==> config.mk <==
export PLATFORM = sky130hd
export DESIGN_NAME = control_unit
export DESIGN_NICKNAME = d
export VERILOG_FILES = /design/src/rtl/cu_pkg.sv /design/src/rtl/control_unit_decoder.sv /design/src/rtl/control_unit.sv
export SDC_FILE = /design/constraint.sdc
export NUM_CORES = 1
export LEC_CHECK = 0
export CORE_MARGIN = 1.5
export CORE_UTILIZATION = 40
export DETAILED_ROUTE_END_ITERATION = 12
export DONT_BUFFER_PORTS = 1
export GPL_TIMING_DRIVEN = 0
export HOLD_SLACK_MARGIN = 0.05
export PLACE_DENSITY = 0.66
export SLEW_MARGIN = 10
export SYNTH_ARGS = -nofsm -noshare
export SYNTH_HDL_FRONTEND = slang
export SYNTH_SLANG_ARGS = --single-unit
export TNS_END_PERCENT = 10
==> constraint.sdc <==
create_clock -name clk -period 3.6 [get_ports clk]
set_clock_uncertainty 0.05 [all_clocks]
set_input_delay 0.36 -clock clk [delete_from_list [all_inputs] [get_ports clk]]
set_output_delay 0.36 -clock clk [all_outputs]
set_load 0.05 [all_outputs]
==> src/rtl/cu_pkg.sv <==
// Shared opcodes, state encoding, instruction classes and output bit positions
// for the Mini SRC hardwired control sequencer.
package cu_pkg;

    localparam logic [4:0] OP_LD   = 5'b00000;
    localparam logic [4:0] OP_LDI  = 5'b00001;
    localparam logic [4:0] OP_ST   = 5'b00010;
    localparam logic [4:0] OP_ADD  = 5'b00011;
    localparam logic [4:0] OP_SUB  = 5'b00100;
    localparam logic [4:0] OP_AND  = 5'b00101;
    localparam logic [4:0] OP_OR   = 5'b00110;
    localparam logic [4:0] OP_ROR  = 5'b00111;
    localparam logic [4:0] OP_ROL  = 5'b01000;
    localparam logic [4:0] OP_SHR  = 5'b01001;
    localparam logic [4:0] OP_SHRA = 5'b01010;
    localparam logic [4:0] OP_SHL  = 5'b01011;
    localparam logic [4:0] OP_ADDI = 5'b01100;
    localparam logic [4:0] OP_ANDI = 5'b01101;
    localparam logic [4:0] OP_ORI  = 5'b01110;
    localparam logic [4:0] OP_DIV  = 5'b01111;
    localparam logic [4:0] OP_MUL  = 5'b10000;
    localparam logic [4:0] OP_NEG  = 5'b10001;
    localparam logic [4:0] OP_NOT  = 5'b10010;
    localparam logic [4:0] OP_BR   = 5'b10011;
    localparam logic [4:0] OP_JR   = 5'b10100;
    localparam logic [4:0] OP_JAL  = 5'b10101;
    localparam logic [4:0] OP_IN   = 5'b10110;
    localparam logic [4:0] OP_OUT  = 5'b10111;
    localparam logic [4:0] OP_MFHI = 5'b11000;
    localparam logic [4:0] OP_MFLO = 5'b11001;
    localparam logic [4:0] OP_NOP  = 5'b11010;
    localparam logic [4:0] OP_HALT = 5'b11011;

    typedef enum logic [3:0] {
        ST_RST, ST_T0, ST_T1, ST_T2, ST_T3, ST_T4, ST_T5, ST_T6, ST_T7, ST_HALT
    } state_t;

    typedef struct packed {
        logic alu3;
        logic imm;
        logic unary;
        logic muldiv;
        logic mem;
        logic br;
        logic jump;
        logic io;
        logic mov;
        logic nop;
        logic halt;
    } op_class_t;

    localparam int ALU_W = 13;

    // bus_out bit positions
    localparam int B_HIOUT = 10, B_LOOUT = 9, B_ZHIGHOUT = 8, B_ZLOWOUT = 7, B_PCOUT = 6;
    localparam int B_IROUT = 5, B_MDROUT = 4, B_INOUT = 3, B_COUT = 2, B_YOUT = 1, B_MAROUT = 0;
    // seq bit positions
    localparam int Q_READ = 3, Q_INCPC = 2, Q_READ_MEM = 1, Q_WRITE_MEM = 0;
    // alu_op bit positions
    localparam int A_AND = 12, A_OR = 11, A_ADD = 10, A_SUB = 9, A_MUL = 8, A_DIV = 7;
    localparam int A_SHR = 6, A_SHRA = 5, A_SHL = 4, A_ROR = 3, A_ROL = 2, A_NEG = 1, A_NOT = 0;
    // reg_sel bit positions
    localparam int S_GRA = 5, S_GRB = 4, S_GRC = 3, S_RIN = 2, S_ROUT = 1, S_BAOUT = 0;
    // reg_in bit positions
    localparam int I_HIIN = 9, I_LOIN = 8, I_PCIN = 7, I_IRIN = 6, I_ZIN = 5, I_YIN = 4;
    localparam int I_MARIN = 3, I_MDRIN = 2, I_CONIN = 1, I_OUT_PORTIN = 0;

    // Execute-step index of a T state; only meaningful for ST_T0..ST_T7.
    function automatic logic [3:0] step_of(state_t s);
        return 4'(s) - 4'(ST_T0);
    endfunction

endpackage

==> src/rtl/control_unit_decoder.sv <==
// Opcode to instruction-class and ALU-select one-hots; purely combinational.
// No flow control: outputs follow the opcode in the same cycle.
module opcode_decoder
    import cu_pkg::*;
(
    input  logic [4:0]       opcode,
    output op_class_t        cls,
    output logic [ALU_W-1:0] alu_sel
);

    always_comb begin
        cls     = '0;
        alu_sel = '0;
        case (opcode)
            OP_ADD:  begin cls.alu3   = 1'b1; alu_sel[A_ADD]  = 1'b1; end
            OP_SUB:  begin cls.alu3   = 1'b1; alu_sel[A_SUB]  = 1'b1; end
            OP_AND:  begin cls.alu3   = 1'b1; alu_sel[A_AND]  = 1'b1; end
            OP_OR:   begin cls.alu3   = 1'b1; alu_sel[A_OR]   = 1'b1; end
            OP_ROR:  begin cls.alu3   = 1'b1; alu_sel[A_ROR]  = 1'b1; end
            OP_ROL:  begin cls.alu3   = 1'b1; alu_sel[A_ROL]  = 1'b1; end
            OP_SHR:  begin cls.alu3   = 1'b1; alu_sel[A_SHR]  = 1'b1; end
            OP_SHRA: begin cls.alu3   = 1'b1; alu_sel[A_SHRA] = 1'b1; end
            OP_SHL:  begin cls.alu3   = 1'b1; alu_sel[A_SHL]  = 1'b1; end
            OP_ADDI: begin cls.imm    = 1'b1; alu_sel[A_ADD]  = 1'b1; end
            OP_ANDI: begin cls.imm    = 1'b1; alu_sel[A_AND]  = 1'b1; end
            OP_ORI:  begin cls.imm    = 1'b1; alu_sel[A_OR]   = 1'b1; end
            OP_NEG:  begin cls.unary  = 1'b1; alu_sel[A_NEG]  = 1'b1; end
            OP_NOT:  begin cls.unary  = 1'b1; alu_sel[A_NOT]  = 1'b1; end
            OP_MUL:  begin cls.muldiv = 1'b1; alu_sel[A_MUL]  = 1'b1; end
            OP_DIV:  begin cls.muldiv = 1'b1; alu_sel[A_DIV]  = 1'b1; end
            OP_LD, OP_LDI, OP_ST: cls.mem  = 1'b1;
            OP_BR:                cls.br   = 1'b1;
            OP_JR, OP_JAL:        cls.jump = 1'b1;
            OP_IN, OP_OUT:        cls.io   = 1'b1;
            OP_MFHI, OP_MFLO:     cls.mov  = 1'b1;
            OP_HALT:              cls.halt = 1'b1;
            default:              cls.nop  = 1'b1;
        endcase
    end

endmodule

==> src/rtl/control_unit.sv <==
// Hardwired fetch/execute sequencer for the Mini SRC datapath.
// One step per clk, no wait states; reset aborts any step and forces RST.
module control_unit
    import cu_pkg::*;
#(
    parameter int STEP_W = 3
) (
    input  logic        clk,
    input  logic        reset,
    input  logic [31:0] IR,
    input  logic        CON_FF,
    output logic [10:0] bus_out,
    output logic [3:0]  seq,
    output logic [12:0] alu_op,
    output logic [5:0]  reg_sel,
    output logic [9:0]  reg_in,
    output logic        CON_RESET,
    output logic        run
);

    state_t            state, state_nxt;
    op_class_t         cls;
    logic [ALU_W-1:0]  alu_sel;
    logic [4:0]        opcode;
    logic [26:0]       unused_ir;
    logic [STEP_W-1:0] step, last_step;

    assign opcode    = IR[31:27];
    assign unused_ir = IR[26:0];
    assign step      = STEP_W'(step_of(state));

    opcode_decoder u_dec (
        .opcode  (opcode),
        .cls     (cls),
        .alu_sel (alu_sel)
    );

    always_ff @(posedge clk) begin
        if (reset) state <= ST_RST;
        else       state <= state_nxt;
    end

    always_comb begin
        last_step = STEP_W'(3);
        if (cls.alu3 || cls.imm)          last_step = STEP_W'(5);
        else if (cls.unary)               last_step = STEP_W'(4);
        else if (cls.muldiv || cls.br)    last_step = STEP_W'(6);
        else if (cls.mem)                 last_step = STEP_W'(opcode == OP_LDI ? 5 : 7);
        else if (cls.jump && opcode == OP_JAL) last_step = STEP_W'(4);
    end

    always_comb begin
        state_nxt = state;
        case (state)
            ST_RST:               state_nxt = ST_T0;
            ST_HALT:              state_nxt = ST_HALT;
            ST_T0, ST_T1, ST_T2:  state_nxt = state_t'(4'(state) + 4'd1);
            default: begin
                if (cls.halt)               state_nxt = ST_HALT;
                else if (step == last_step) state_nxt = ST_T0;
                else                        state_nxt = state_t'(4'(state) + 4'd1);
            end
        endcase
    end

    always_comb begin
        bus_out   = '0;
        seq       = '0;
        alu_op    = '0;
        reg_sel   = '0;
        reg_in    = '0;
        CON_RESET = 1'b0;
        run       = 1'b1;
        case (state)
            ST_RST:  begin run = 1'b0; CON_RESET = 1'b1; end
            ST_HALT: run = 1'b0;
            ST_T0:   begin seq[Q_INCPC] = 1'b1; reg_in[I_MARIN] = 1'b1; reg_in[I_PCIN] = 1'b1; end
            ST_T1:   begin seq[Q_READ] = 1'b1; seq[Q_READ_MEM] = 1'b1; reg_in[I_MDRIN] = 1'b1; end
            ST_T2:   begin bus_out[B_MDROUT] = 1'b1; reg_in[I_IRIN] = 1'b1; end
            default: begin
                if (cls.alu3 || cls.imm) begin
                    case (state)
                        ST_T3: begin reg_sel[S_GRB] = 1'b1; reg_sel[S_ROUT] = 1'b1; reg_in[I_YIN] = 1'b1; end
                        ST_T4: begin
                            if (cls.imm) bus_out[B_COUT] = 1'b1;
                            else begin reg_sel[S_GRC] = 1'b1; reg_sel[S_ROUT] = 1'b1; end
                            alu_op = alu_sel; reg_in[I_ZIN] = 1'b1;
                        end
                        ST_T5: begin bus_out[B_ZLOWOUT] = 1'b1; reg_sel[S_GRA] = 1'b1; reg_sel[S_RIN] = 1'b1; end
                        default: ;
                    endcase
                end else if (cls.unary) begin
                    case (state)
                        ST_T3: begin reg_sel[S_GRB] = 1'b1; reg_sel[S_ROUT] = 1'b1; alu_op = alu_sel; reg_in[I_ZIN] = 1'b1; end
                        ST_T4: begin bus_out[B_ZLOWOUT] = 1'b1; reg_sel[S_GRA] = 1'b1; reg_sel[S_RIN] = 1'b1; end
                        default: ;
                    endcase
                end else if (cls.muldiv) begin
                    case (state)
                        ST_T3: begin reg_sel[S_GRA] = 1'b1; reg_sel[S_ROUT] = 1'b1; reg_in[I_YIN] = 1'b1; end
                        ST_T4: begin reg_sel[S_GRB] = 1'b1; reg_sel[S_ROUT] = 1'b1; alu_op = alu_sel; reg_in[I_ZIN] = 1'b1; end
                        ST_T5: begin bus_out[B_ZLOWOUT] = 1'b1; reg_in[I_LOIN] = 1'b1; end
                        ST_T6: begin bus_out[B_ZHIGHOUT] = 1'b1; reg_in[I_HIIN] = 1'b1; end
                        default: ;
                    endcase
                end else if (cls.mem) begin
                    // Effective address (Rb + C) is formed the same way for ld, ldi and st.
                    case (state)
                        ST_T3: begin reg_sel[S_GRB] = 1'b1; reg_sel[S_BAOUT] = 1'b1; reg_in[I_YIN] = 1'b1; end
                        ST_T4: begin bus_out[B_COUT] = 1'b1; alu_op[A_ADD] = 1'b1; reg_in[I_ZIN] = 1'b1; end
                        ST_T5: begin
                            bus_out[B_ZLOWOUT] = 1'b1;
                            if (opcode == OP_LDI) begin reg_sel[S_GRA] = 1'b1; reg_sel[S_RIN] = 1'b1; end
                            else reg_in[I_MARIN] = 1'b1;
                        end
                        ST_T6: begin
                            reg_in[I_MDRIN] = 1'b1;
                            if (opcode == OP_ST) begin reg_sel[S_GRA] = 1'b1; reg_sel[S_ROUT] = 1'b1; end
                            else begin seq[Q_READ] = 1'b1; seq[Q_READ_MEM] = 1'b1; end
                        end
                        ST_T7: begin
                            if (opcode == OP_ST) seq[Q_WRITE_MEM] = 1'b1;
                            else begin bus_out[B_MDROUT] = 1'b1; reg_sel[S_GRA] = 1'b1; reg_sel[S_RIN] = 1'b1; end
                        end
                        default: ;
                    endcase
                end else if (cls.br) begin
                    case (state)
                        ST_T3: begin reg_sel[S_GRA] = 1'b1; reg_sel[S_ROUT] = 1'b1; reg_in[I_CONIN] = 1'b1; end
                        ST_T4: begin bus_out[B_PCOUT] = 1'b1; reg_in[I_YIN] = 1'b1; end
                        ST_T5: begin bus_out[B_COUT] = 1'b1; alu_op[A_ADD] = 1'b1; reg_in[I_ZIN] = 1'b1; end
                        ST_T6: begin bus_out[B_ZLOWOUT] = 1'b1; CON_RESET = 1'b1; reg_in[I_PCIN] = CON_FF; end
                        default: ;
                    endcase
                end else if (cls.jump) begin
                    if (opcode == OP_JAL && state == ST_T3) begin
                        bus_out[B_PCOUT] = 1'b1; reg_sel[S_GRB] = 1'b1; reg_sel[S_RIN] = 1'b1;
                    end else begin
                        reg_sel[S_GRA] = 1'b1; reg_sel[S_ROUT] = 1'b1; reg_in[I_PCIN] = 1'b1;
                    end
                end else if (cls.io) begin
                    reg_sel[S_GRA] = 1'b1;
                    if (opcode == OP_IN) begin bus_out[B_INOUT] = 1'b1; reg_sel[S_RIN] = 1'b1; end
                    else begin reg_sel[S_ROUT] = 1'b1; reg_in[I_OUT_PORTIN] = 1'b1; end
                end else if (cls.mov) begin
                    reg_sel[S_GRA] = 1'b1; reg_sel[S_RIN] = 1'b1;
                    if (opcode == OP_MFHI) bus_out[B_HIOUT] = 1'b1;
                    else bus_out[B_LOOUT] = 1'b1;
                end
            end
        endcase
    end

endmodule

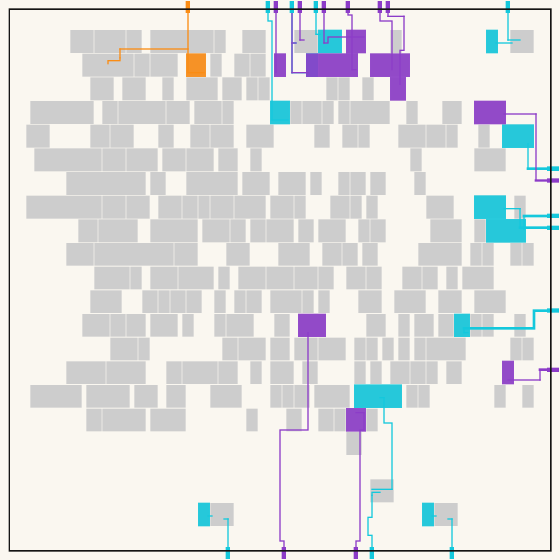
**Above:** wires at chosen ports, followed through buffers.
run -> orange  # direction output, edge top, end cells 1, buffers 0, wire 19.7 um
reg_in -> purple  # direction output, edge 6 top, 2 right, 2 bottom, end cells 10, buffers 1, wire 119 um
bus_out -> cyan  # direction output, edge 4 right, 4 top, 3 bottom, end cells 11, buffers 4, wire 92.8 um

==> metrics.cfg <==
[final_timing]
worst_pin_slew_ps = 1230
min_period_over_period_pct = 97.4
setup_tns_ps = 0
finalCriticalPeriod_ps = 3510
slew_viol_final = 0
rsz0062_at_grt = true
clock.fmax_mhz = 285

[min_path]
hold_end = state[0]
min_path_cells = 2
min-delay-start = reset
hp-class = in -> reg

[layout]
multi_input_comb_cells = 187
nets = 274
logic_area_mm2 = 0.00128
reg_top3 = state x4
fin_area_mm2 = 0.00168
fin_cells = 278
largest_class = combinational gates
inverters_excl_clock = 9
comb_share_pct = 76.1
seq_share_pct = 5.07
design.seq.count = 4
layout-drive-gt1-share_pct = 27.2
layout.nonclk_buf_share_pct = 11.8
fillCellCount = 344
largest_reg_flops = 4

[worst_setup_path]
reg2reg_to = state[2]
critPathArrivalTime_ps = 3100
setup.worst_path.end_class = output port
crit_type = reg -> out
cpPeakStageDelay_ps = 1430

[power_and_ir_drop]
p_leak_nw = 0.585
power_density_mw_per_mm2 = 614
ir_drop_uv = 514

[synthesis]
ys.flops = 4
syn_area_per_cell_um2 = 6.35
largest_area_cell = nand2_1
ys_types = 64
synthTopCellsByArea = nand2_1 7.5%, nor2_1 7.3%, dfxtp_1 5.7%
top_cell_area_share_pct = 7.52
topCombFamilyByArea = simple AND/OR/NAND/NOR gates
syn_inst = 220
edf_count = 0
synth.most_common_cell = nand2_1

[place]
placedCellCount = 269
placed_area_mm2 = 0.00155
hpwlAfterDp_um = 3430

[cts]
cts_resized = 4
cts.path.max_buffers = 2
clk_latency_ps = 240
postCtsHoldBufs = 0

[global_routing]
grt_pass1_wl_um = 7280
antenna_found_initial = 0
grt_max_degree = 11
grt_pass1_vias = 1512

[run]
drv_cap = 0

[route]
drt-total-wl_um = 4710
vias = 1714
wl_per_cell_um = 16.9

[floorplanning]
initCoreUtil_pct = 41.9
core_area_mm2 = 0.00334
rows = 21
die_h_um = 62.1
pin_count = 81
die_w_um = 62.1

[status]
status = complete, no violations

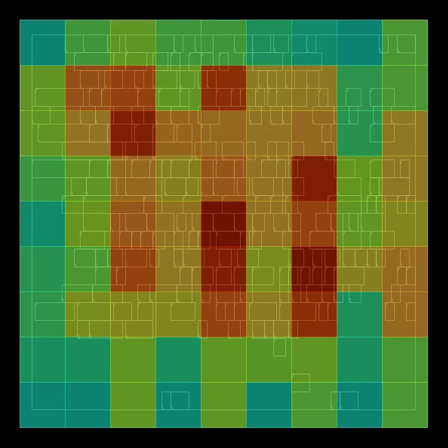
**Above:** routing congestion map.
met2 Track Usage GR: 37.4%
global routing's busiest layer: met2

[placed cells by master (no fill, tap or decap), drive strengths merged, types with 5 or more instances in the layout]
master | synthesis | final
a21oi | 7 | 7
a31oi | 5 | 5
buf | 13 | 21
clkbuf | 9 | 11
ha | 5 | 5
inv | 9 | 8
nand2 | 28 | 28
nand3 | 10 | 10
nor2 | 27 | 27
nor2b | 7 | 7
nor3 | 11 | 11
o21ai | 20 | 20
[routing by layer]
layer | routed length [um] | track usage [%] | vias up
met5 | 0 | 0 | -
met2 | 2200 | 37.4 | 95
li1 | - | - | 818
met3 | 469 | 3.80 | 8
met4 | 65 | 6.67 | 0
met1 | 1970 | 30.4 | 793
[power by group]
part / internal [mW] / switching [mW]
Clock: 0.0373 / 0.0183
Combinational: 0.275 / 0.612
Sequential: 0.0618 / 0.0245
